`src/rtl/alu_seq.sv`:
```
// Sequencing controller for the 20-bit ALU: valid/ready in, one- or multi-cycle execute, valid/ready out, {C,S,Z} status.
// Define ALU_SEQ_MSHIFT_EN for multi-bit shifts/rotates; otherwise every shift/rotate moves one position.
module alu_seq #(
   parameter int MAX_AMT = 20
) (
   input  logic        clk,
   input  logic        rst,
   input  logic        op_valid,
   output logic        op_ready,
   input  logic [3:0]  op,
   input  logic        mode,
   input  logic [19:0] a,
   input  logic [19:0] b,
   input  logic [4:0]  amt,
   output logic        res_valid,
   input  logic        res_ready,
   output logic [19:0] res,
   output logic        res_wr,
   output logic        zero,
   output logic        sign,
   output logic        carry,
   output logic        busy
);
   typedef enum logic [1:0] {IDLE, EXEC, DONE} state_t;

   localparam logic [3:0] OP_NOP = 4'd0,  OP_NOT = 4'd1,  OP_AND = 4'd2,  OP_OR  = 4'd3;
   localparam logic [3:0] OP_XOR = 4'd4,  OP_SHR = 4'd5,  OP_SHL = 4'd6,  OP_ROR = 4'd7;
   localparam logic [3:0] OP_ROL = 4'd8,  OP_INC = 4'd9,  OP_DEC = 4'd10, OP_ADD = 4'd11;
   localparam logic [3:0] OP_SUB = 4'd12, OP_CMP = 4'd13, OP_LDS = 4'd14, OP_XRS = 4'd15;

   state_t      state_q, state_d;
   logic [3:0]  op_q, op_d;
   logic        mode_q, mode_d;
   logic [19:0] x_q, x_d;
   logic [19:0] b_q, b_d;
   logic [4:0]  cnt_q, cnt_d;
   logic        amt0_q, amt0_d;
   logic [19:0] res_q, res_d;
   logic        wr_q, wr_d;
   logic        z_q, z_d, s_q, s_d, c_q, c_d;

   logic [4:0]  n_load;
   logic        amt0_load;

`ifdef ALU_SEQ_MSHIFT_EN
   localparam logic [4:0] AMT_LIM = 5'(MAX_AMT);
   logic [4:0] amt_sat;
   logic       is_shift_in;
   always_comb begin
      is_shift_in = (op >= OP_SHR) && (op <= OP_ROL);
      amt_sat     = (amt > AMT_LIM) ? AMT_LIM : amt;
      n_load      = (is_shift_in && amt_sat != 5'd0) ? amt_sat : 5'd1;
      amt0_load   = is_shift_in && (amt == 5'd0);
   end
`else
   // Single-step build: the shift count has no effect.
   logic unused_amt;
   assign unused_amt = ^amt;
   assign n_load     = 5'd1;
   assign amt0_load  = 1'b0;
`endif

   // One-position shift/rotate step on the working register.
   logic [19:0] step_x;
   logic        step_out;
   always_comb begin
      step_x   = x_q;
      step_out = 1'b0;
      case (op_q)
         OP_SHR: begin step_x = {x_q[18:0], 1'b0};  step_out = x_q[19]; end
         OP_SHL: begin step_x = {1'b0, x_q[19:1]};  step_out = x_q[0];  end
         OP_ROR:       step_x = {x_q[18:0], x_q[19]};
         OP_ROL:       step_x = {x_q[0], x_q[19:1]};
         default: ;
      endcase
   end

   logic [19:0] aw, bw, mask, alu_r;
   logic [20:0] sum21;
   logic        alu_c, alu_z, alu_s;
   always_comb begin
      mask  = mode_q ? 20'hFFFFF : 20'h003FF;
      aw    = x_q & mask;
      bw    = b_q & mask;
      sum21 = 21'd0;
      alu_r = 20'd0;
      alu_c = c_q;
      case (op_q)
         OP_NOT: alu_r = ~aw & mask;
         OP_AND: alu_r = aw & bw;
         OP_OR:  alu_r = aw | bw;
         OP_XOR: alu_r = aw ^ bw;
         OP_INC: begin
            sum21 = {1'b0, aw} + 21'd1;
            alu_r = sum21[19:0] & mask;
            alu_c = mode_q ? sum21[20] : sum21[10];
         end
         OP_DEC: begin
            sum21 = {1'b0, aw} - 21'd1;
            alu_r = sum21[19:0] & mask;
            alu_c = (aw == 20'd0);
         end
         OP_ADD: begin
            sum21 = {1'b0, aw} + {1'b0, bw};
            alu_r = sum21[19:0] & mask;
            alu_c = mode_q ? sum21[20] : sum21[10];
         end
         OP_SUB: begin
            sum21 = {1'b0, aw} + {1'b0, ~bw & mask} + 21'd1;
            alu_r = sum21[19:0] & mask;
            alu_c = (aw < bw);
         end
         default: ;
      endcase
      alu_z = (alu_r == 20'd0);
      alu_s = mode_q ? alu_r[19] : alu_r[9];
   end

   always_comb begin
      state_d = state_q;
      op_d    = op_q;
      mode_d  = mode_q;
      x_d     = x_q;
      b_d     = b_q;
      cnt_d   = cnt_q;
      amt0_d  = amt0_q;
      res_d   = res_q;
      wr_d    = wr_q;
      z_d     = z_q;
      s_d     = s_q;
      c_d     = c_q;
      case (state_q)
         IDLE: begin
            if (op_valid) begin
               state_d = EXEC;
               op_d    = op;
               mode_d  = mode;
               x_d     = a;
               b_d     = b;
               cnt_d   = n_load;
               amt0_d  = amt0_load;
            end
         end
         EXEC: begin
            if (op_q >= OP_SHR && op_q <= OP_ROL) begin
               if (amt0_q) begin
                  state_d = DONE;
                  res_d   = x_q;
                  wr_d    = 1'b1;
                  z_d     = (x_q == 20'd0);
                  s_d     = x_q[19];
               end else begin
                  x_d   = step_x;
                  cnt_d = cnt_q - 5'd1;
                  if (cnt_q == 5'd1) begin
                     state_d = DONE;
                     res_d   = step_x;
                     wr_d    = 1'b1;
                     z_d     = (step_x == 20'd0);
                     s_d     = step_x[19];
                     if (op_q == OP_SHR || op_q == OP_SHL) c_d = step_out;
                  end
               end
            end else begin
               state_d = DONE;
               res_d   = 20'd0;
               wr_d    = 1'b0;
               case (op_q)
                  OP_NOP: ;
                  OP_CMP: begin z_d = (aw == bw); s_d = (aw < bw); end
                  OP_LDS: {c_d, s_d, z_d} = x_q[2:0];
                  OP_XRS: {c_d, s_d, z_d} = {c_q, s_q, z_q} ^ x_q[2:0];
                  default: begin
                     res_d = alu_r;
                     wr_d  = 1'b1;
                     z_d   = alu_z;
                     s_d   = alu_s;
                     c_d   = alu_c;
                  end
               endcase
            end
         end
         DONE: if (res_ready) state_d = IDLE;
         default: state_d = IDLE;
      endcase
   end

   always_ff @(posedge clk) begin
      if (rst) begin
         state_q <= IDLE;
         op_q    <= OP_NOP;
         mode_q  <= 1'b0;
         x_q     <= 20'd0;
         b_q     <= 20'd0;
         cnt_q   <= 5'd0;
         amt0_q  <= 1'b0;
         res_q   <= 20'd0;
         wr_q    <= 1'b0;
         z_q     <= 1'b0;
         s_q     <= 1'b0;
         c_q     <= 1'b0;
      end else begin
         state_q <= state_d;
         op_q    <= op_d;
         mode_q  <= mode_d;
         x_q     <= x_d;
         b_q     <= b_d;
         cnt_q   <= cnt_d;
         amt0_q  <= amt0_d;
         res_q   <= res_d;
         wr_q    <= wr_d;
         z_q     <= z_d;
         s_q     <= s_d;
         c_q     <= c_d;
      end
   end

   assign op_ready  = (state_q == IDLE);
   assign res_valid = (state_q == DONE);
   assign busy      = (state_q != IDLE);
   assign res       = res_q;
   assign res_wr    = wr_q;
   assign zero      = z_q;
   assign sign      = s_q;
   assign carry     = c_q;
endmodule

```
`config.mk`:
```
export PLATFORM = sky130hd
export DESIGN_NAME = alu_seq
export DESIGN_NICKNAME = d
export VERILOG_FILES = /design/src/rtl/alu_seq.sv
export SDC_FILE = /design/constraint.sdc
export NUM_CORES = 1
export LEC_CHECK = 0
export ABC_CLOCK_PERIOD_IN_PS = 6200
export CORE_ASPECT_RATIO = 0.7
export CORE_MARGIN = 3
export CORE_UTILIZATION = 38
export CTS_BUF_LIST = sky130_fd_sc_hd__clkbuf_4 sky130_fd_sc_hd__clkbuf_8
export DETAILED_ROUTE_END_ITERATION = 16
export GPL_TIMING_DRIVEN = 1
export PLACE_DENSITY = 0.55
export SLEW_MARGIN = 20
export SYNTH_ARGS = -nofsm -noshare
export SYNTH_HDL_FRONTEND = slang
export SYNTH_SLANG_ARGS = --single-unit
```
`constraint.sdc`:
```
create_clock -name clk -period 6.2 [get_ports clk]
set_input_delay 0.62 -clock clk [delete_from_list [all_inputs] [get_ports clk]]
set_output_delay 0.62 -clock clk [all_outputs]
set_load 0.01 [all_outputs]
```
### The metal 3 layer

Bar = 50 um.
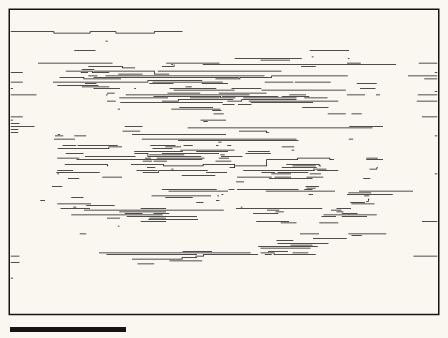
173 nets have wire on it. The longest straight run is 82.8 um. The layer holds 11% of the routed length. The wires run mostly horizontal. The layer carries 3670 um of wire.

### Metal 4

Supply wires on this layer in gray. Cells faint in the background.
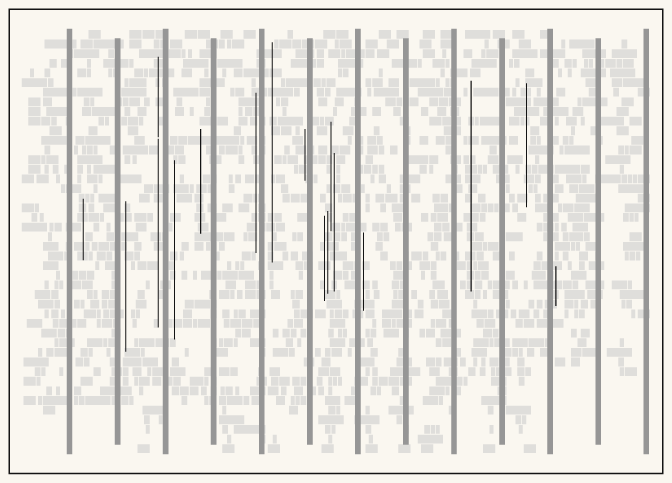
The layer carries 578 um of wire. The layer holds 1.7% of the routed length.

### Cell placement

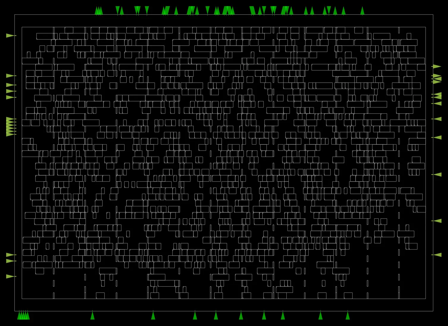
# rows: 44
Core Region: 21300 sq um
non-filler instance count after layout: 1507
Final Util: 44.8%
Seq/total area: 16.0%

### Cells by drive strength

Bar = 50 um.
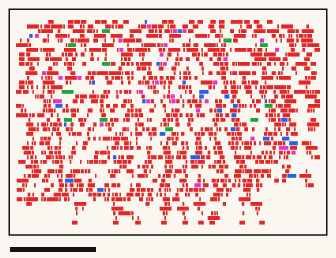
x3 and x4: in magenta, cells 29, share 2.4%. x1 and smaller: in red, cells 1164, share 95%. x6 and larger: in green, cells 11, share 0.89%. x2: in blue, cells 27, share 2.2%.

### Routed metal, one color a layer

Bar = 50 um.
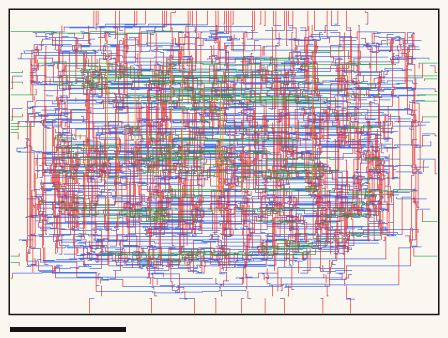
M1: in blue, wire length 16400 um. M4: in orange, wire length 578 um. M3: in green, wire length 3670 um. M2: in red, wire length 13400 um.

==> impl_metrics.json <==
{
  "status": "completed",
  "nets": 1355,
  "die_w_um": 184,
  "timing.slew.headroom_pct": 35.0,
  "die_area_sq_um": 24000,
  "yosysCellCount": 1211,
  "clock_latency_ns": 0.39,
  "power_w": 0.00162,
  "cts_tree": "yes",
  "topCombFamilyByArea": "AND-OR/OR-AND gates",
  "cts.sinks": 76,
  "ys_warn_count": 0,
  "final_layout_top_logic_cells": "nand2_1, nor2_1, a21oi_1",
  "place_area_sq_um": 9350,
  "io_buffer_count": 75,
  "wl_mm": 34.1,
  "place_congestion": 0.972,
  "synth_cell_types": 79,
  "required_ns": 6.51,
  "drc": 0,
  "edf_count": 0,
  "syn2layout_area_growth_pct": 13.0,
  "layout-drive-gt1-share_pct": 5.44,
  "place_inst": 1491,
  "leakage_nw": 3.55,
  "period_used_pct": 79.7
}
[routing by layer]
layer / vias to the layer above / share of wire (%) / GRT usage, %
li1: 4481 / - / -
met4: 0 / 1.7 / 6.09
met2: 506 / 39 / 38.1
met5: - / 0 / 0
met1: 4514 / 48 / 43.1
met3: 40 / 11 / 7.25
[flip-flops by register name (all words and copies together) (netlist names)]
register and count:
state_q 2, res_wr 1, carry 1, zero 1, op_q 4, mode_q 1, cnt_q 5, b_q 20
x_q 20, sign 1, res 20
[power groups by stage]
stage | combinational (W) | clock [W] | sequential, W
after floorplan | 0.000431 | 0 | 0.000570
after global placement | 0.000632 | 0 | 0.000598
after detailed placement | 0.000634 | 0 | 0.000599
after CTS | 0.000638 | 0.000393 | 0.000587
after global routing | 0.000711 | 0.000406 | 0.000595
final | 0.000651 | 0.000384 | 0.000589
[worst min path at each step]
stage / startpoint / end / slack (ns)
2_1_floorplan: b_q[10] / b_q[10] / 0.45
3_3_place_gp: b_q[13] / b_q[13] / 0.46
3_5_place_dp: b_q[18] / b_q[18] / 0.46
4_1_cts: b_q[18] / b_q[18] / 0.48
5_1_grt: b_q[8] / b_q[8] / 0.50
6_report: b_q[11] / b_q[11] / 0.48
[final cells by class]
| class | instances | area, sq um |
|---|---|---|
| clock buffers | 12 | 153 |
| clock inverters | 4 | 25.0 |
| fillers | 2258 | 11700 |
| inverters | 60 | 225 |
| multi-input cells | 981 | 6330 |
| flip-flops and latches | 76 | 1520 |
| well taps | 276 | 345 |
| repair buffers | 98 | 931 |
[logic make-up after synthesis]
logic type	after synthesis
AOI/OAI and AO/OA	403
xor gates and xnor gates	29
adders and majority gates	76
buffers and inverters	154
DFF	76
muxes	12
and+or+nand+nor	461
